==> config.mk <==
export PLATFORM = sky130hd
export DESIGN_NAME = pipeline_stall_controller
export DESIGN_NICKNAME = d
export VERILOG_FILES = /design/src/rtl/pipeline_stall_controller.sv
export SDC_FILE = /design/constraint.sdc
export NUM_CORES = 1
export LEC_CHECK = 0
export ABC_AREA = 0
export CAP_MARGIN = 25
export CORE_ASPECT_RATIO = 1.4
export CORE_UTILIZATION = 36
export DETAILED_ROUTE_END_ITERATION = 16
export GPL_TIMING_DRIVEN = 0
export HOLD_SLACK_MARGIN = 0.02
export PLACE_DENSITY = 0.59
export SYNTH_ARGS = -nofsm -noshare
export SYNTH_HDL_FRONTEND = slang
export SYNTH_SLANG_ARGS = --single-unit
==> constraint.sdc <==
create_clock -name clk -period 5.2 [get_ports clk]
set_input_delay 1.3 -clock clk [delete_from_list [all_inputs] [get_ports clk]]
set_output_delay 1.3 -clock clk [all_outputs]
set_load 0.005 [all_outputs]
==> src/rtl/pipeline_stall_controller.sv <==
`default_nettype none
// ============================================================================
//  Module      : pipeline_stall_controller
//  Description : Central freeze/flush sequencer for the 5-stage pipeline.
//                Merges three inputs into per-stage freeze, flush and bubble
//                controls:
//                  - load-use hazards from the hazard unit
//                  - taken branches resolved in EXE
//                  - multi-cycle SRAM accesses issued from MEM
//                Contains the SRAM wait FSM with a timeout watchdog, and
//                saturating stall and flush performance counters.
//  Ports       : clk, rst (async, active-high)
//                hazard_detected, branch_taken, mem_req, mem_ready, cnt_clear
//                mem_start, freeze_all, pc_freeze, IF_ID_freeze, ID_bubble,
//                IF_flush, ID_flush, mem_error, stall_count, flush_count
//  Revision    : 1.0 - initial release
// ============================================================================
module pipeline_stall_controller #(
    parameter int MEM_TIMEOUT = 64,
    parameter int CNT_W       = 16
) (
    input  logic             clk,
    input  logic             rst,
    input  logic             hazard_detected,
    input  logic             branch_taken,
    input  logic             mem_req,
    input  logic             mem_ready,
    input  logic             cnt_clear,
    output logic             mem_start,
    output logic             freeze_all,
    output logic             pc_freeze,
    output logic             IF_ID_freeze,
    output logic             ID_bubble,
    output logic             IF_flush,
    output logic             ID_flush,
    output logic             mem_error,
    output logic [CNT_W-1:0] stall_count,
    output logic [CNT_W-1:0] flush_count
);

    localparam int                  c_WAIT_W    = (MEM_TIMEOUT > 2) ? $clog2(MEM_TIMEOUT) : 1;
    localparam logic [c_WAIT_W-1:0] c_WAIT_LAST = c_WAIT_W'(MEM_TIMEOUT - 1);
    localparam logic [CNT_W-1:0]    c_CNT_MAX   = {CNT_W{1'b1}};

    localparam logic [1:0] c_ST_RUN      = 2'd0;
    localparam logic [1:0] c_ST_MEM_WAIT = 2'd1;
    localparam logic [1:0] c_ST_ERROR    = 2'd2;

    logic [1:0]          r_state;
    logic [1:0]          w_next_state;
    logic [c_WAIT_W-1:0] r_wait_cnt;
    logic [c_WAIT_W-1:0] w_wait_next;
    logic                w_mem_start;
    logic                w_freeze_all;
    logic                w_flush;
    logic                w_stall;
    logic [CNT_W-1:0]    r_stall_cnt;
    logic [CNT_W-1:0]    r_flush_cnt;

    // SRAM access sequencing
    always_comb begin
        w_next_state = r_state;
        w_wait_next  = r_wait_cnt;
        w_mem_start  = 1'b0;
        w_freeze_all = 1'b0;
        case (r_state)
            c_ST_RUN: begin
                w_wait_next = '0;
                if (mem_req) begin
                    w_mem_start = 1'b1;
                    // A zero-wait access completes in the launch cycle and
                    // never leaves RUN.
                    if (!mem_ready) begin
                        w_freeze_all = 1'b1;
                        w_next_state = c_ST_MEM_WAIT;
                    end
                end
            end
            c_ST_MEM_WAIT: begin
                // mem_req is deliberately not looked at here: an early drop
                // must not abandon an access already in flight.
                w_freeze_all = !mem_ready;
                if (mem_ready) begin
                    w_next_state = c_ST_RUN;
                    w_wait_next  = '0;
                end else if (r_wait_cnt == c_WAIT_LAST) begin
                    w_next_state = c_ST_ERROR;
                    w_wait_next  = '0;
                end else begin
                    w_wait_next = r_wait_cnt + 1'b1;
                end
            end
            c_ST_ERROR: begin
                w_freeze_all = 1'b1;
            end
            default: begin
                w_next_state = c_ST_RUN;
                w_wait_next  = '0;
            end
        endcase
    end

    // A global freeze masks both branch and hazard; they are re-evaluated once
    // the pipeline moves again. A taken branch squashes the younger
    // instruction, so it overrides the hazard.
    assign w_flush = !w_freeze_all && branch_taken;
    assign w_stall = !w_freeze_all && !branch_taken && hazard_detected;

    always_ff @(posedge clk or posedge rst) begin
        if (rst) begin
            r_state    <= c_ST_RUN;
            r_wait_cnt <= '0;
        end else begin
            r_state    <= w_next_state;
            r_wait_cnt <= w_wait_next;
        end
    end

    // Performance counters: clear beats increment, saturate at all-ones
    always_ff @(posedge clk or posedge rst) begin
        if (rst) begin
            r_stall_cnt <= '0;
            r_flush_cnt <= '0;
        end else if (cnt_clear) begin
            r_stall_cnt <= '0;
            r_flush_cnt <= '0;
        end else begin
            if ((w_freeze_all || w_stall) && (r_stall_cnt != c_CNT_MAX)) begin
                r_stall_cnt <= r_stall_cnt + 1'b1;
            end
            if (w_flush && (r_flush_cnt != c_CNT_MAX)) begin
                r_flush_cnt <= r_flush_cnt + 1'b1;
            end
        end
    end

    // Controls are combinational, so they are gated explicitly to stay low
    // for the whole time reset is asserted.
    assign mem_start    = !rst && w_mem_start;
    assign freeze_all   = !rst && w_freeze_all;
    assign pc_freeze    = !rst && w_stall;
    assign IF_ID_freeze = !rst && w_stall;
    assign ID_bubble    = !rst && w_stall;
    assign IF_flush     = !rst && w_flush;
    assign ID_flush     = !rst && w_flush;
    assign mem_error    = !rst && (r_state == c_ST_ERROR);
    assign stall_count  = r_stall_cnt;
    assign flush_count  = r_flush_cnt;

endmodule
`default_nettype wire

==> flow_summary.ini, run 1 <==
; flow metrics
[worst_setup_path]
r2r_start = flush_count[0]
worst_setup_path_start_kind = input pin
rrSetupSlack_ns = 3.15
r2r-end = flush_count[7]
critical_path_peak_fanout = 10
crit_type = in -> out
crit_arrival_ns = 3.35
worstPathRequired_ns = 3.90
end_kind = output port
rr_worst_depth = 6
cp-startpoint = mem_ready

[yosys]
top_cell_area_share = 0.405
avgSynthCellArea_um2 = 9.32
netlist_instances = 265
ys_seq_frac = 0.405
yosysUniqueCellTypes = 46
yosys_warnings = 0
ys_cells = 265
flop_cell = dfrtp_1
enable_flop_cells = 0
fp_nets = 275
async_flop_share = 1.00
topCellsByArea = dfrtp_1, mux2_2, nor2b_1
yosysTopAreaCell = dfrtp_1
yosysMostFrequentCell = dfrtp_1
ys_ff = 40
synth_area_mm2 = 0.00247
ys_area_mm2 = 0.00247
synthTopCellsByCount = dfrtp_1, nor2_1, nand3_1, nor2b_1

[clock_tree]
cts_setup_buffers = 0
cts_root_buf = clkbuf_8
cts_sinks = 40
cts_inserted_buffers = 5
cts_tree = done
clk_pin_slew_worst_paths_ns = 0.08
post_cts_resized = 0
cts-htree-levels = 2
postCtsHoldBufs = 0
cts_buffer_depth = 2

[power]
seqPwrFrac = 0.480
switching_power_uw = 141
internal-power_uw = 516
combPwrFrac = 0.053
switching_share = 0.215
p_leak_uw = 0.00125
ir_drop_mv = 0.103
clkPwrFrac = 0.467
powerDensity_mw_per_mm2 = 206

[final_timing]
finalClockPeriodUsage = 0.895
period_minus_slack_ns = 4.65
drv_slew = 0
worst_pin_slew_ns = 0.597
rsz0062_at_grt = no
finalSetupViolations = 0
fin_ws_ns = 0.548
maxSlewHeadroom = 0.602
fmax_mhz = 215
fin_hold_ws_ns = 0.520
fin_setup_tns_ns = 0
timing_hold_violations_final = 0

[grt]
track_usage = 0.182
grt_max_degree = 25
grt_pass1_wl_um = 10300
grt_pass1_vias = 2113
antenna_found_initial = 0
grt_overflow_total = 0

[die]
rows = 35
die_width_um = 72.0
io_pins = 47
die_h_um = 100
initCoreUtil = 0.374
dieArea_mm2 = 0.00720
core_area_mm2 = 0.00661

[detailed_routing]
wl_met2_um = 3140
vias = 2296
wl_met3_um = 176
vias_per_cell = 5.59
firstDrtPassIters = 4
drt_iter0_markers = 65
drc = 0
m1WireLength_um = 2710
highest_layer = met4
ant_nets = 0
routedWlPerCell_um = 15.0
routed_wl_um = 6170

[final_layout]
nNetsFinal = 329
areaGrowthSynthToFinish_pct = 29.3
drive_gt1_frac = 0.132
num_antenna_cells = 0
post-route-util = 0.483

[hold_path]
hold_depth = 1
hold_start = r_wait_cnt[4]
whs_endpoint = r_wait_cnt[4]
min_path_type = reg -> reg

[placed_design]
numPortBuffers = 45
hpwlAfterDp_um = 4380
globalplace.congestion = 0.788
pre_cts_ws_ns = 0.533

[flow_run]
cap_violations = 0
warnings = 26

[status]
status = complete, no violations
==> run 1: state kept, by name (all words and copies together) (netlist names) <==
signal,cells
flush_count,16
r_state,2
r_wait_cnt,6
stall_count,16
==> run 1: power by group through the flow <==
stage | clock network [µW] | registers (µW) | logic [µW]
6_report | 307 | 315 | 34.6
5_1_grt | 322 | 316 | 39.4
4_1_cts | 312 | 316 | 35.9
3_5_place_dp | 0 | 322 | 35.8
3_3_place_gp | 0 | 322 | 33.5
2_1_floorplan | 0 | 321 | 16.5
==> run 1: worst max path at each step <==
stage	to	slack [ns]	cells after the start
finish	IF_flush	0.55	6
global route	IF_ID_freeze	0.42	6
CTS	IF_flush	0.53	6
detailed placement	IF_flush	0.53	6
global placement	IF_flush	0.55	7
floorplan	IF_flush	1.74	5
==> run 1: critical path, cell delays in order <==
cell and delay [ns]:
clkdlybuf4s50_1 0.52, o311ai_2 0.57, buf_2 0.32, nor2_1 0.08, buf_4 0.13, clkdlybuf4s50_1 0.43
==> run 1: cell families after synthesis <==
family / count (synthesis) / synth area share
AND-OR/OR-AND: 47 / 0.123
buffers and inverters: 22 / 0.0507
adder cells (fa/ha/maj): 3 / 0.0152
multiplexers: 16 / 0.0724
AND/OR/NAND/NOR: 137 / 0.333
flip-flops: 40 / 0.405
==> run 1: cell usage in the layout (no fill, tap or decap), types with 2 or more instances in the layout <==
cell	n
o21ai_0	12
clkdlybuf4s50_1	45
nand2b_1	2
buf_6	3
nor2_1	24
mux2_2	14
clkbuf_1	6
inv_1	5
o31ai_1	9
nand4_1	9
and4_1	3
buf_4	5
and3_1	5
nor3_1	7
ha_1	3
a21oi_1	14
dfrtp_1	40
nor4b_2	3
clkbuf_8	5
bufinv_16	2
nor2b_1	16
nand3_1	16
nand2_1	15
nor4_1	15
or3_1	3
a31oi_1	2
nor4b_1	2
nand3b_1	2
or3b_2	2
or4_1	8
==> run 1: layer usage <==
| metal | up-vias | track usage |
|---|---|---|
| met5 | - | 0 |
| met3 | 11 | 0.0301 |
| met2 | 49 | 0.311 |
| met1 | 1130 | 0.225 |
| li1 | 1106 | - |
| met4 | 0 | 0.0769 |
==> run 1: layout make-up <==
class | count | area (µm²)
Fill cell | 636 | 3420
Multi-Input combinational cell | 203 | 1340
Sequential cell | 40 | 1000
Timing Repair Buffer | 47 | 480
Tap cell | 92 | 115
Buffer | 16 | 103
Clock buffer | 5 | 68.8
Clock inverter | 2 | 60.1
Inverter | 6 | 22.5
==> run 1: metrics by stage <==
step	area [µm²]	power, µW	cells
3_3_place_gp	3040	355	402
4_1_cts	3190	663	411
6_report	3190	657	411
5_1_grt	3190	678	411
3_5_place_dp	3070	357	404
2_1_floorplan	2470	338	265
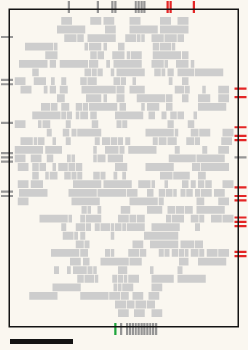
(run_1/io_placement.png)
Scale bar: 20 µm. Pins as bars across the die edge, other pins in gray.
Key: red = flush_count [pins 16, direction output, edge 13 east, 3 north]; green = mem_ready [pins 1, direction input, edge south]

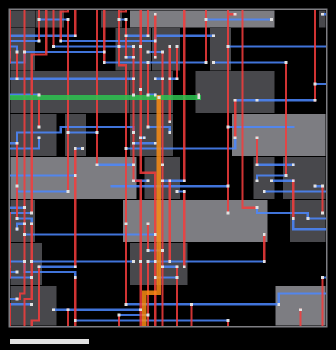
(run_1/detail.png)
Scale bar: 5 µm. Window x 26 to 46, y 60 to 80 µm. Cells in gray, sequential cells in the stronger gray; small squares are vias.
Key: orange = metal 4; green = metal 3; blue = metal 1; red = metal 2
Sequential cells in the window: 3. Most frequent: dfrtp_1 (3). Netlist names of flops here include stall_count (2), flush_count (1). 20 logic cells have their middle in the window.

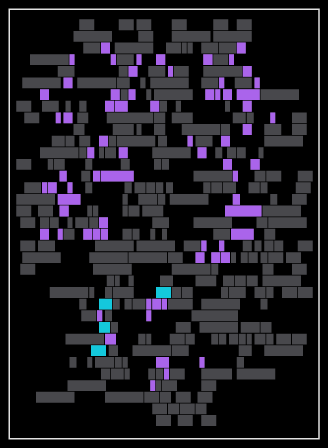
(run_1/logic_types.png)
Key: cyan = non-inverting ao/oa cells [cells 4]; purple = nor cells [cells 70, most used nor2_1]
post-route insts no fill: 411
combinational share of cell area: 0.421
Top cell excl fill/tap: clkdlybuf4s50_1

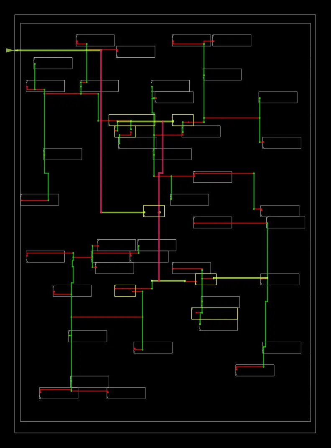
(run_1/clocks.png)
# clk buffers: 5
Latency at later pin: 0.30 ns
clock skew: 0.00829 ns
Flops: 40

==> run 2, diff against run 1 <==
--- a/config.mk
+++ b/config.mk
@@ -6,6 +6,7 @@
 export NUM_CORES = 1
 export LEC_CHECK = 0
 export ABC_AREA = 0
+export ABC_CLOCK_PERIOD_IN_PS = 5200
 export CAP_MARGIN = 25
 export CORE_ASPECT_RATIO = 1.4
 export CORE_UTILIZATION = 36
@@ -13,6 +14,7 @@
 export GPL_TIMING_DRIVEN = 0
 export HOLD_SLACK_MARGIN = 0.02
 export PLACE_DENSITY = 0.59
+export SKIP_LAST_GASP = 1
 export SYNTH_ARGS = -nofsm -noshare
 export SYNTH_HDL_FRONTEND = slang
 export SYNTH_SLANG_ARGS = --single-unit
==> run 2 against run 1 <==
Compared with the run above: utilization unchanged; largest power group unchanged; clock power about the same; global-route usage unchanged; first-iteration DRC count unchanged; critical path depth unchanged; clock-buffer cell count unchanged; critical endpoint unchanged.
==> flow_summary.ini, run 2 <==
; flow metrics
[status]
status = complete, no violations

[final_timing]
period_minus_slack_ns = 4.65
worst_pin_slew_ns = 0.597
rsz0062_at_grt = no
maxSlewHeadroom = 0.602
fin_skew_ns = 0.00829
fmax_mhz = 215
fin_ws_ns = 0.548
timing_hold_violations_final = 0
finalSetupViolations = 0
fin_setup_tns_ns = 0

[yosys]
ys_ff = 40
mux_share = 0.0724
yosys_warnings = 0
yosysUniqueCellTypes = 46
synthSimpleGateAreaFrac = 0.333
enable_flop_cells = 0
ys_sh_xor = 0
ys_cells = 265
ys_area_mm2 = 0.00247
topCellsByArea = dfrtp_1, mux2_2, nor2b_1
flop_cell = dfrtp_1
avgSynthCellArea_um2 = 9.32
yosysTopAreaCell = dfrtp_1
yosysMostFrequentCell = dfrtp_1

[worst_setup_path]
crit_path_cell_trace = clkdlybuf4s50_1 > o311ai_2 > buf_2 > nor2_1 > buf_4 > clkdlybuf4s50_1
rr_worst_depth = 6
end_kind = output port
crit_type = in -> out
worstPathRequired_ns = 3.90
critical_path_peak_fanout = 10
crit_arrival_ns = 3.35
worst_setup_path_start_kind = input pin

[detailed_routing]
firstDrtPassIters = 4
routedWlPerCell_um = 15.0
routed_wl_um = 6170
highest_layer = met4
m1WireLength_um = 2710
wl_met3_um = 176
vias = 2296
wl_met2_um = 3140
vias_per_cell = 5.59
drc = 0

[final_layout]
comb_area_mm2 = 0.00134
num_antenna_cells = 0
drive_gt1_frac = 0.132
seq_area_mm2 = 0.00100
lay_top_cells = clkdlybuf4s50_1, dfrtp_1, nor2_1
fillCellCount = 636

[placed_design]
hpwlAfterDp_um = 4380
numPortBuffers = 45
globalplace.congestion = 0.788

[hold_path]
hold_depth = 1

[power]
ir_drop_mv = 0.103
powerDensity_mw_per_mm2 = 206

[die]
rows = 35
die_width_um = 72.0
core_area_mm2 = 0.00661
dieArea_mm2 = 0.00720
die_h_um = 100

[grt]
grt_pass1_wl_um = 10300
track_usage = 0.182
grt_max_degree = 25

[flow_run]
cap_violations = 0

[clock_tree]
cts_tree = done
cts_sinks = 40
clk_pin_slew_worst_paths_ns = 0.08
cts_inserted_buffers = 5
cts_root_buf = clkbuf_8
post_cts_resized = 0
-- run 2: cell counts in the layout (fill, tap and decap cells not counted) --
No cell type changed its count.
-- run 2: final timing paths --
| kind | start | endpoint | slack (ns) |
|---|---|---|---|
| max in group asynchronous | rst | flush_count[3] | 3.29 |
| worst min-delay path | r_wait_cnt[4] | r_wait_cnt[4] | 0.52 |
| worst min register to register | r_wait_cnt[4] | r_wait_cnt[4] | 0.52 |
| worst max register to register | flush_count[0] | flush_count[7] | 3.15 |
| min in group asynchronous | rst | r_wait_cnt[2] | 1.44 |
| worst max-delay path | mem_ready | IF_flush | 0.55 |
-- run 2: worst max-delay path, delay by kind of cell --
kind | cells | cell delay, ns
AND/OR/NAND/NOR | 1 | 0.08
AND-OR/OR-AND | 1 | 0.57
buffers and inverters | 4 | 1.40
-- run 2: stage by stage --
stage / hold WS, ns / utilization / cell area [µm²] / instances / total power [µW]
5_1_grt: 0.550 / 0.483 / 3190 / 411 / 678
6_report: 0.520 / 0.483 / 3190 / 411 / 657
2_1_floorplan: 0.455 / - / 2470 / 265 / 338
3_5_place_dp: 0.495 / 0.464 / 3070 / 404 / 357
3_3_place_gp: 0.489 / 0.459 / 3040 / 402 / 355
4_1_cts: 0.528 / 0.483 / 3190 / 411 / 663
-- run 2: per-layer routing --
layer / up-vias / track usage
met5: - / 0
met4: 0 / 0.0769
met3: 11 / 0.0301
met2: 49 / 0.311
met1: 1130 / 0.225
li1: 1106 / -
-- run 2: area by class of cell --
type | count | share of cell area
clock buffer | 5 | 0.0215
sequential | 40 | 0.313
buffer | 16 | 0.0321
clock inverter | 2 | 0.0188
inverter | 6 | 0.00705
multi-input combinational | 203 | 0.421
tap | 92 | 0.0360
timing repair buffer | 47 | 0.150
-- run 2: cells by family (layout without fill, tap and decap cells) --
group,Yosys count,count (layout)
buffers and inverters,22,76
AND-OR/OR-AND,47,47
flip-flops,40,40
AND/OR/NAND/NOR,137,137
adder cells (fa/ha/maj),3,3
multiplexers,16,16
-- run 2: power breakdown --
part / internal [µW] / leakage (µW) / total (µW) / switching, µW
Sequential: 313 / 0.000541 / 315 / 2.97
Clock: 189 / 0.0000642 / 307 / 117
Combinational: 14.1 / 0.000642 / 34.6 / 20.5
Total: 516 / 0.00125 / 657 / 141
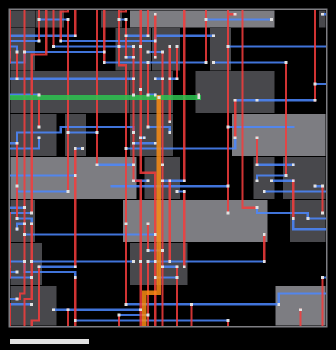
(run_2/detail.png)
Scale bar: 5 µm. Window x 26 to 46, y 60 to 80 µm. Cells in gray, sequential cells in the stronger gray; small squares are vias.
Key: blue = metal 1; orange = metal 4; green = metal 3; red = metal 2
Netlist names of flops here include stall_count (2), flush_count (1). 20 logic cells have their middle in the window. Sequential cells in the window: 3. Most frequent: dfrtp_1 (3).

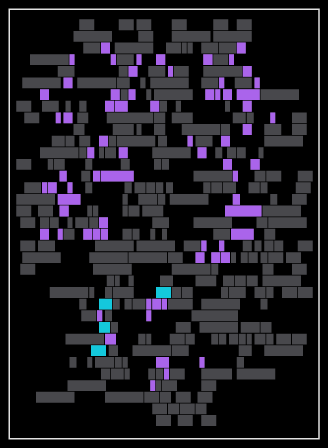
(run_2/logic_types.png)
Key: cyan = non-inverting ao/oa cells [cells 4]; purple = nor cells [cells 70, most used nor2_1]

Power and IR drop assume default switching activity.
